Fig. 1: run 1, signal wires on met2
(4 px per um) Cells faint in the background.
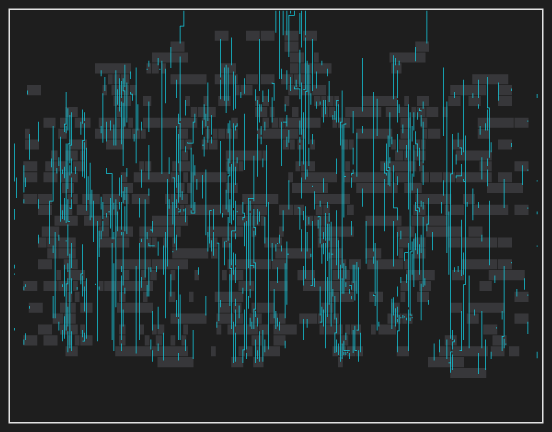
Fig. 2: run 1, the clock network
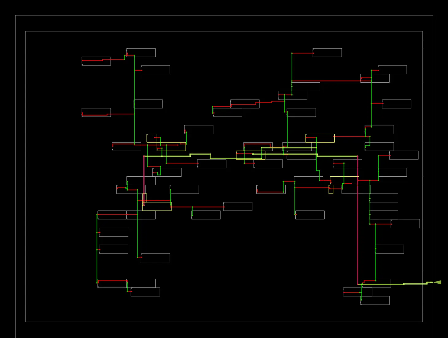
Fig. 3: run 1, clock distribution
(4 px per um)
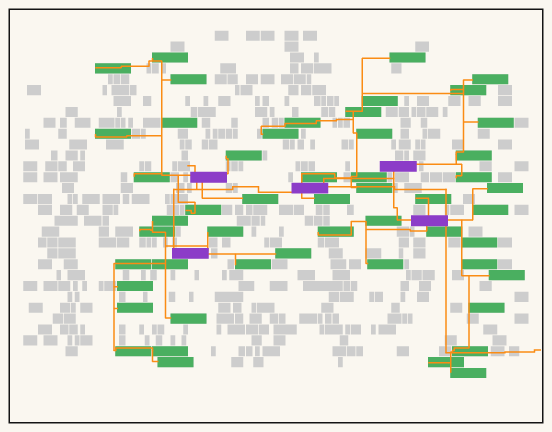
Fig. 4: run 1, port wiring
(3 px per um)
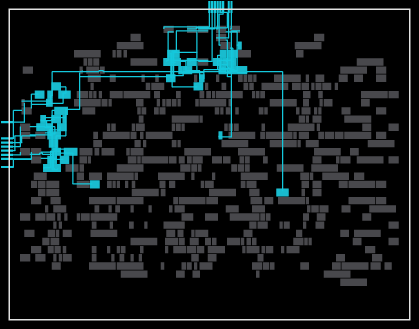
## src/rtl/seq_div_pkg.sv

```systemverilog
// Shared definitions for the sequential signed divider.
//   DEF_WIDTH : default operand width (divisor / quotient / remainder bits)
//   state_t   : divider FSM state encoding
package seq_div_pkg;

  localparam int DEF_WIDTH = 8;

  typedef enum logic [1:0] {
    ST_IDLE = 2'd0,
    ST_CALC = 2'd1,
    ST_FIX  = 2'd2,
    ST_DONE = 2'd3
  } state_t;

endpackage

```

## src/rtl/seq_div_if.sv

```systemverilog
// Request/result bundle of the sequential signed divider.
//   en   : start request, held by the requester until done is seen
//   N    : signed dividend, 2*width bits
//   D    : signed divisor, width bits
//   done : result valid, held until en drops
//   Q, R : signed quotient / remainder, width bits
//   ovf  : divide-by-zero or quotient out of range
// master = requester side, slave = divider side.
interface seq_div_if
  import seq_div_pkg::*;
#(
  parameter int width = DEF_WIDTH
) ();

  logic                      en;
  logic signed [2*width-1:0] N;
  logic signed [width-1:0]   D;
  logic                      done;
  logic signed [width-1:0]   Q;
  logic signed [width-1:0]   R;
  logic                      ovf;

  modport master (output en, N, D, input done, Q, R, ovf);
  modport slave  (input en, N, D, output done, Q, R, ovf);

endinterface

```

## src/rtl/div_abs.sv

```systemverilog
// Two's-complement magnitude.
//   a   : signed input, width bits
//   mag : unsigned magnitude, width bits
// The most negative input maps to 2^(width-1), which still fits as an
// unsigned width-bit value, so no widening is needed.
module div_abs
  import seq_div_pkg::*;
#(
  parameter int width = DEF_WIDTH
) (
  input  logic signed [width-1:0] a,
  output logic        [width-1:0] mag
);

  assign mag = a[width-1] ? $unsigned(-a) : $unsigned(a);

endmodule

```

## src/rtl/seq_div.sv

```systemverilog
// Sequential signed divider: 2*width-bit dividend by width-bit divisor,
// restoring shift-subtract on magnitudes, one quotient bit per cycle.
// Ports:
//   clk   : clock, rising edge
//   rst_n : asynchronous active-low reset
//   bus   : seq_div_if slave (en, N, D in; done, Q, R, ovf out)
// Sequence: IDLE latches operands, CALC runs width steps, FIX applies
// signs and range checks, DONE holds the result until en drops.
module seq_div
  import seq_div_pkg::*;
#(
  parameter int width = DEF_WIDTH
) (
  input  logic     clk,
  input  logic     rst_n,
  seq_div_if.slave bus
);

  localparam int                CW       = $clog2(width + 1);
  localparam logic [CW-1:0]     CNT_LAST = CW'(width - 1);
  localparam logic [width-1:0]  MAX_POS  = {1'b0, {(width-1){1'b1}}};
  localparam logic [width-1:0]  MAX_NEG  = {1'b1, {(width-1){1'b0}}};

  logic [2*width-1:0] n_mag;
  logic [width-1:0]   d_mag;

  div_abs #(.width(2*width)) u_abs_n (.a(bus.N), .mag(n_mag));
  div_abs #(.width(width))   u_abs_d (.a(bus.D), .mag(d_mag));

  state_t                  state_q, state_d;
  logic [CW-1:0]           cnt_q, cnt_d;
  logic [width-1:0]        rem_q, rem_d;
  logic [width-1:0]        quo_q, quo_d;
  logic [width-1:0]        dmag_q, dmag_d;
  logic                    q_neg_q, q_neg_d;
  logic                    r_neg_q, r_neg_d;
  logic                    ovf_u_q, ovf_u_d;
  logic                    done_q, done_d;
  logic                    ovf_q, ovf_d;
  logic signed [width-1:0] qout_q, qout_d;
  logic signed [width-1:0] rout_q, rout_d;

  logic [width:0]          rem_sh;
  logic                    sub_ok;
  logic [2*width:0]        fix_res;

  // Sign correction and range check; returns {ovf, Q, R}, with Q/R zeroed
  // on overflow. A negative quotient may reach magnitude 2^(width-1).
  function automatic logic [2*width:0] fix_result(
    input logic [width-1:0] qm,
    input logic [width-1:0] rm,
    input logic             qn,
    input logic             rn,
    input logic             ovf_u
  );
    logic             o;
    logic [width-1:0] qv;
    logic [width-1:0] rv;
    o  = ovf_u | (!qn && (qm > MAX_POS)) | (qn && (qm > MAX_NEG));
    qv = qn ? (-qm) : qm;
    rv = rn ? (-rm) : rm;
    if (o) begin
      qv = '0;
      rv = '0;
    end
    return {o, qv, rv};
  endfunction

  // State register
  always_ff @(posedge clk or negedge rst_n) begin
    if (!rst_n) state_q <= ST_IDLE;
    else        state_q <= state_d;
  end

  // Next-state logic
  always_comb begin
    state_d = state_q;
    unique case (state_q)
      ST_IDLE: if (bus.en) state_d = ST_CALC;
      ST_CALC: if (cnt_q == CNT_LAST) state_d = ST_FIX;
      ST_FIX:  state_d = ST_DONE;
      ST_DONE: if (!bus.en) state_d = ST_IDLE;
      default: state_d = ST_IDLE;
    endcase
  end

  // Datapath / output next values
  always_comb begin
    cnt_d   = cnt_q;
    rem_d   = rem_q;
    quo_d   = quo_q;
    dmag_d  = dmag_q;
    q_neg_d = q_neg_q;
    r_neg_d = r_neg_q;
    ovf_u_d = ovf_u_q;
    done_d  = done_q;
    ovf_d   = ovf_q;
    qout_d  = qout_q;
    rout_d  = rout_q;

    // Partial remainder shifted left, pulling in the next dividend bit.
    rem_sh  = {rem_q, quo_q[width-1]};
    sub_ok  = (rem_sh >= {1'b0, dmag_q});
    fix_res = fix_result(quo_q, rem_q, q_neg_q, r_neg_q, ovf_u_q);

    unique case (state_q)
      ST_IDLE: begin
        if (bus.en) begin
          rem_d   = n_mag[2*width-1:width];
          quo_d   = n_mag[width-1:0];
          dmag_d  = d_mag;
          q_neg_d = bus.N[2*width-1] ^ bus.D[width-1];
          r_neg_d = bus.N[2*width-1];
          // Upper half >= divisor means the quotient needs more than width
          // bits; this also covers D = 0.
          ovf_u_d = (n_mag[2*width-1:width] >= d_mag);
          cnt_d   = '0;
        end
      end
      ST_CALC: begin
        // Low width bits of the difference are exact: when sub_ok holds the
        // result is below the divisor.
        rem_d = sub_ok ? (rem_sh[width-1:0] - dmag_q) : rem_sh[width-1:0];
        quo_d = {quo_q[width-2:0], sub_ok};
        cnt_d = cnt_q + CW'(1);
      end
      ST_FIX: begin
        {ovf_d, qout_d, rout_d} = fix_res;
        done_d = 1'b1;
      end
      ST_DONE: begin
        if (!bus.en) done_d = 1'b0;
      end
      default: ;
    endcase
  end

  always_ff @(posedge clk or negedge rst_n) begin
    if (!rst_n) begin
      cnt_q   <= '0;
      rem_q   <= '0;
      quo_q   <= '0;
      dmag_q  <= '0;
      q_neg_q <= 1'b0;
      r_neg_q <= 1'b0;
      ovf_u_q <= 1'b0;
      done_q  <= 1'b0;
      ovf_q   <= 1'b0;
      qout_q  <= '0;
      rout_q  <= '0;
    end else begin
      cnt_q   <= cnt_d;
      rem_q   <= rem_d;
      quo_q   <= quo_d;
      dmag_q  <= dmag_d;
      q_neg_q <= q_neg_d;
      r_neg_q <= r_neg_d;
      ovf_u_q <= ovf_u_d;
      done_q  <= done_d;
      ovf_q   <= ovf_d;
      qout_q  <= qout_d;
      rout_q  <= rout_d;
    end
  end

  assign bus.done = done_q;
  assign bus.Q    = qout_q;
  assign bus.R    = rout_q;
  assign bus.ovf  = ovf_q;

endmodule

```

## src/flat_wrapper.sv

```systemverilog
// flat-port wrapper written by rule: the top's interface ports become plain ports
module seq_div_flat import seq_div_pkg::*;
#(
  parameter int width = DEF_WIDTH
)
  (clk, rst_n, bus_en, bus_N, bus_D, bus_done, bus_Q, bus_R, bus_ovf);
  seq_div_if #(.width(width)) bus_i ();
  input  logic clk;
  input  logic rst_n;
  input wire logic [$bits(bus_i.en)-1:0] bus_en;
  input wire logic [$bits(bus_i.N)-1:0] bus_N;
  input wire logic [$bits(bus_i.D)-1:0] bus_D;
  output wire logic [$bits(bus_i.done)-1:0] bus_done;
  output wire logic [$bits(bus_i.Q)-1:0] bus_Q;
  output wire logic [$bits(bus_i.R)-1:0] bus_R;
  output wire logic [$bits(bus_i.ovf)-1:0] bus_ovf;
  assign bus_i.en = bus_en;
  assign bus_i.N = bus_N;
  assign bus_i.D = bus_D;
  assign bus_done = bus_i.done;
  assign bus_Q = bus_i.Q;
  assign bus_R = bus_i.R;
  assign bus_ovf = bus_i.ovf;
  seq_div #(.width(width)) u_core (.clk(clk), .rst_n(rst_n), .bus(bus_i));
endmodule
```

## config.mk

```make
export PLATFORM = sky130hd
export DESIGN_NAME = seq_div_flat
export DESIGN_NICKNAME = d
export VERILOG_FILES = /design/src/rtl/seq_div_pkg.sv /design/src/rtl/seq_div_if.sv /design/src/rtl/div_abs.sv /design/src/rtl/seq_div.sv /design/src/flat_wrapper.sv
export SDC_FILE = /design/constraint.sdc
export NUM_CORES = 1
export LEC_CHECK = 0
export CAP_MARGIN = 30
export CORE_AREA = 3 3 130 100
export CTS_BUF_LIST = sky130_fd_sc_hd__clkbuf_16
export DETAILED_ROUTE_END_ITERATION = 10
export DIE_AREA = 0 0 133 103
export GPL_TIMING_DRIVEN = 0
export PLACE_DENSITY = 0.45
export SLEW_MARGIN = 20
export SYNTH_ARGS = -nofsm -noshare
export SYNTH_HDL_FRONTEND = slang
export SYNTH_SLANG_ARGS = --single-unit
```

## constraint.sdc

```tcl
create_clock -name clk -period 3.85 [get_ports clk]
set_input_delay 0.77 -clock clk [delete_from_list [all_inputs] [get_ports clk]]
set_output_delay 0.77 -clock clk [all_outputs]
set_load 0.005 [all_outputs]
```

==> out/qor.json, run 1 <==
{
  "worst_slew_pin_slew_ns": 0.7743,
  "powerDensity_nw_per_um2": 765.9,
  "outcome": "finished, final reports clean",
  "totalNegativeSetupSlack_ns": 0,
  "comb-cell-share": 0.4892,
  "route.top_layer_used": "met4",
  "post-route-worst-setup-slack_ns": 0.06752,
  "final.period_utilization": 0.9825,
  "largestClassByArea": "combinational gates",
  "antenna_cells_inserted": 0,
  "worst-path-max-fanout": 5,
  "fin_worst_hold_slack_ns": 0.4839,
  "sequential_cell_area_sq_um": 1276,
  "total_die_area_sq_um": 13700,
  "hold_buffers": 0,
  "route.vias.total": 2910,
  "inverters_excl_clock": 23,
  "clk_latency_ns": 0.29,
  "die_height_um": 103,
  "synthFlopType": "sky130_fd_sc_hd__dfrtp_1",
  "post-cts-setup-buffers": 0,
  "finalCoreUtilization": 0.3668,
  "seqAreaFraction": 0.2974,
  "critPathArrivalTime_ns": 3.96,
  "met1Wirelength_um": 5078,
  "report.final.setup_viol": 0,
  "placement.cell_area_sq_um": 4150,
  "gp_congestion": 0.8047,
  "drive_above_1_share": 0.06667,
  "grt_antenna_before_repair": 0,
  "startpoint_to_endpoint_class_of_the_critical_path": "in2reg",
  "timing.slew.headroom": 0.4838,
  "placed_cells_incl_taps": 589,
  "fp_util": 0.3017,
  "rr_startpoint": "u_core.rem_q[2]",
  "final_layout_top_logic_cell": "sky130_fd_sc_hd__dfrtp_1",
  "peakVddDrop_v": 0.0002352,
  "met2_length_um": 3847,
  "worst_setup_hold_path_clk_slew_ns": 0.07,
  "via_per_inst": 4.874,
  "post-layout-total-power_mw": 3.287,
  "ctsHtreeMaxLevel": 2,
  "mi_logic_area_sq_um": 2100,
  "r2r_cells": 7,
  "design_area_sq_um": 4292,
  "finalNonFillerCells": 597,
  "syn-num-nets": 438,
  "nets": 487,
  "static-leakage-power_nw": 1.771,
  "input_output_buffers": 42,
  "synthesis.area_sq_um": 3530,
  "nWellTaps": 162,
  "cts.path.max_buffers": 2,
  "grt_busiest_layer": "met1",
  "total_grt_overflow": 0,
  "max_cap_violations": 0,
  "design.portCount": 45,
  "detail_route.wirelength_um": 9470,
  "startpoint": "bus_N[0]"
}
## Picture notes: Fig. 1
wire length on this layer: 3850 um
nets with wire on the layer: 375
main direction: vertical

## Picture notes: Fig. 2
CTS sink cnt: 51
CLK BUF: 5

## Picture notes: Fig. 3
[orange] clock wires | length: 759 um
[green] flip-flops | count: 51
[purple] clock-net drivers | count: 5
routed clock nets: 6

## Picture notes: Fig. 4
[cyan] bus_N | bits: 16 | direction: input | edge: 8 top, 8 left | end cells: 41 | buffers: 17 | wire: 804 um

==> run 1: Yosys cell counts (5+ instances only) <==
master,n,area [sq um]
sky130_fd_sc_hd__o22ai_1,6,37.54
sky130_fd_sc_hd__inv_1,22,82.58
sky130_fd_sc_hd__nor2b_1,7,43.79
sky130_fd_sc_hd__nor2_1,20,75.07
sky130_fd_sc_hd__or3_1,8,50.05
sky130_fd_sc_hd__mux2i_1,9,90.09
sky130_fd_sc_hd__clkbuf_1,15,56.30
sky130_fd_sc_hd__o31ai_1,7,52.55
sky130_fd_sc_hd__nand2_1,46,172.7
sky130_fd_sc_hd__o2bb2ai_1,16,140.1
sky130_fd_sc_hd__o21ai_0,35,175.2
sky130_fd_sc_hd__xnor2_1,14,122.6
sky130_fd_sc_hd__dfrtp_1,51,1276
sky130_fd_sc_hd__a21oi_1,16,80.08
sky130_fd_sc_hd__ha_1,25,312.8
sky130_fd_sc_hd__o21a_1,5,37.54
sky130_fd_sc_hd__xor2_1,20,175.2
==> run 1: power by group <==
group | internal [mW] | switching, mW
Combinational | 0.841 | 1.04
Sequential | 0.752 | 0.214
Clock | 0.238 | 0.200
Total | 1.83 | 1.46
==> run 1: cell families after synthesis <==
logic type | after synthesis | share of synthesized area
AOI/OAI and AO/OA | 112 | 0.2269
and+or+nand+nor | 108 | 0.1510
muxes | 13 | 0.03828
DFF | 51 | 0.3616
xor gates and xnor gates | 34 | 0.08437
buffers and inverters | 41 | 0.04360
adders and majority gates | 26 | 0.09429
==> inputs of run 2 (changes only) <==
--- a/config.mk
+++ b/config.mk
@@ -11,7 +11,9 @@
 export DETAILED_ROUTE_END_ITERATION = 10
 export DIE_AREA = 0 0 133 103
 export GPL_TIMING_DRIVEN = 0
+export HOLD_SLACK_MARGIN = 0.12
 export PLACE_DENSITY = 0.45
+export SKIP_LAST_GASP = 1
 export SLEW_MARGIN = 20
 export SYNTH_ARGS = -nofsm -noshare
 export SYNTH_HDL_FRONTEND = slang
Fig. 5: run 2, clock distribution
(4 px per um)
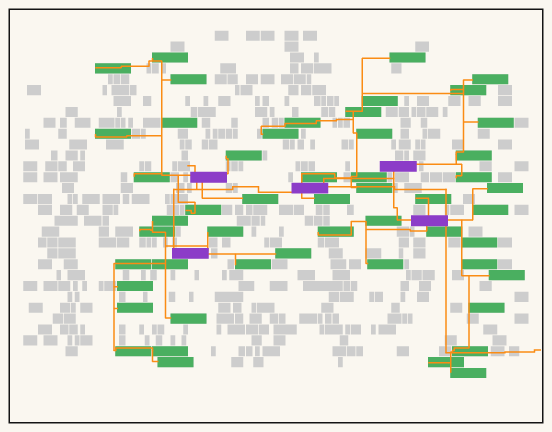
power drawn by the clock network: 0.438 mW
Latency at later pin: 0.29 ns

Fig. 6: run 2, cell classes on the final placement
(3 px per um) Fill, decap, tap and diode cells in grey.
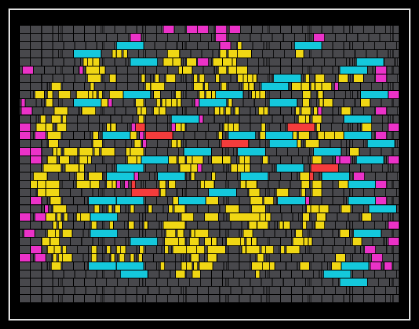
[red] clock drivers and dummy loads | cells: 8 | share of their area: 3.5%
[magenta] remaining buffers and delay cells | cells: 60 | share of their area: 12%
[yellow] remaining logic cells | cells: 316 | share of their area: 53%
[cyan] registers | cells: 51 | share of their area: 31%

==> run 2 against run 1 <==
Final cell count unchanged. Sequential power about the same. Register-to-register slack about the same. Worst setup slack unchanged. Total power unchanged. Synthesized cell count unchanged. Fmax unchanged. Sequential share of layout area unchanged. First-iteration DRC count unchanged. Global-route usage unchanged. Critical endpoint unchanged. Largest power group unchanged.
==> out/qor.json, run 2 <==
{
  "outcome": "finished, final reports clean",
  "timing.slew.headroom": 0.4838,
  "route.vias.total": 2910,
  "yosysMostFrequentCell": "sky130_fd_sc_hd__dfrtp_1",
  "iteration_0_drc_markers": 103,
  "via_per_inst": 4.874,
  "antenna_cells_inserted": 0,
  "worst-path-max-fanout": 5,
  "fraction_of_power_consumed_by_sequential_logic": 0.294,
  "totalNegativeSetupSlack_ns": 0,
  "static-leakage-power_nw": 1.771,
  "power_sequential_mw": 0.966,
  "async_flop_share": 1.000,
  "rr_startpoint": "u_core.rem_q[2]",
  "met2_length_um": 3847,
  "area_leader_netlist": "sky130_fd_sc_hd__dfrtp_1",
  "cts-buffers-inserted": 5,
  "net-switching-power_mw": 1.456,
  "drive_above_1_share": 0.06667,
  "r2r_cells": 7,
  "input_output_buffers": 42,
  "gp_congestion": 0.8047,
  "report.final.setup_viol": 0,
  "peakVddDrop_v": 0.0002352,
  "cts.path.max_buffers": 2,
  "post-route-worst-setup-slack_ns": 0.06752,
  "yosys-stat-cells": 385,
  "mi_logic_area_sq_um": 2100,
  "worst_slew_pin_slew_ns": 0.7743,
  "post-layout-total-power_mw": 3.287,
  "grt_busiest_layer": "met1",
  "combinationalPowerShare": 0.573,
  "route.top_layer_used": "met4",
  "final.period_utilization": 0.9825,
  "syn-num-nets": 438,
  "dominant_power_group": "combinational logic",
  "startpoint": "bus_N[0]",
  "design.portCount": 45,
  "cts.sinks": 51,
  "startpoint_to_endpoint_class_of_the_critical_path": "in2reg",
  "power_combinational_mw": 1.88,
  "switching_share": 0.4430,
  "detail_route.wirelength_um": 9470,
  "met1Wirelength_um": 5078,
  "critPathArrivalTime_ns": 3.96,
  "final_layout_top_logic_cell": "sky130_fd_sc_hd__dfrtp_1",
  "clockPowerShare": 0.133,
  "synthesis.area_sq_um": 3530,
  "worst_setup_hold_path_clk_slew_ns": 0.07,
  "fp_util": 0.3017,
  "post-cts-setup-buffers": 0,
  "post-synth-top-area-fraction": 0.3616,
  "hold_buffers": 0,
  "total_die_area_sq_um": 13700,
  "total_grt_overflow": 0,
  "sequential_cell_area_sq_um": 1276,
  "powerDensity_nw_per_um2": 765.9,
  "max_cap_violations": 0,
  "synth.top_cells.by_area": "sky130_fd_sc_hd__dfrtp_1, sky130_fd_sc_hd__ha_1, sky130_fd_sc_hd__o21ai_0, sky130_fd_sc_hd__xor2_1, sky130_fd_sc_hd__nand2_1",
  "grt_antenna_before_repair": 0,
  "nets": 487,
  "nFillCells": 1189,
  "internal_portion_of_total_power_mw": 1.831,
  "number_of_instances_in_the_synthesized_netlist": 385,
  "synthFlopType": "sky130_fd_sc_hd__dfrtp_1"
}
## run 2: cell counts after synthesis
No cell type changed its count.
## run 2: kinds of logic (layout without fill, tap and decap cells)
logic type / Yosys count / after routing / synth area share
buffers and inverters: 41 / 91 / 0.04360
muxes: 13 / 13 / 0.03828
xor gates and xnor gates: 34 / 34 / 0.08437
and+or+nand+nor: 108 / 108 / 0.1510
adders and majority gates: 26 / 26 / 0.09429
DFF: 51 / 51 / 0.3616
AOI/OAI and AO/OA: 112 / 112 / 0.2269
## run 2: critical path, stage by stage
cell and delay, ns:
sky130_fd_sc_hd__clkdlybuf4s50_1 0.48, sky130_fd_sc_hd__inv_1 0.09, sky130_fd_sc_hd__ha_1 0.16, sky130_fd_sc_hd__or3b_2 0.55, sky130_fd_sc_hd__o21ai_0 0.24, sky130_fd_sc_hd__xor2_1 0.41, sky130_fd_sc_hd__ha_1 0.31, sky130_fd_sc_hd__nand2b_1 0.14
sky130_fd_sc_hd__a21o_1 0.17, sky130_fd_sc_hd__a21o_1 0.18, sky130_fd_sc_hd__a211oi_1 0.25, sky130_fd_sc_hd__o21a_1 0.17, sky130_fd_sc_hd__nor3_1 0.05
## run 2: layout make-up
cell class,count,share of cell area
Multi-Input combinational cell,293,0.4892
Sequential cell,51,0.2974
Timing Repair Buffer,42,0.09738
Tap cell,162,0.04723
Clock buffer,5,0.02915
Inverter,23,0.02012
Buffer,18,0.01574
Clock inverter,3,0.003790
## run 2: per-stage QoR
step	utilization	area, sq um	std cells	hold WS [ns]
final	0.3668	4292	597	0.4839
after global placement	0.3550	4153	589	0.4651
after detailed placement	0.3548	4150	589	0.4729
after CTS	0.3668	4292	597	0.4895
after global routing	0.3668	4292	597	0.5030
after floorplan	-	3530	385	0.4498
No activity file was given, so power comes from the tool's default toggle rates.
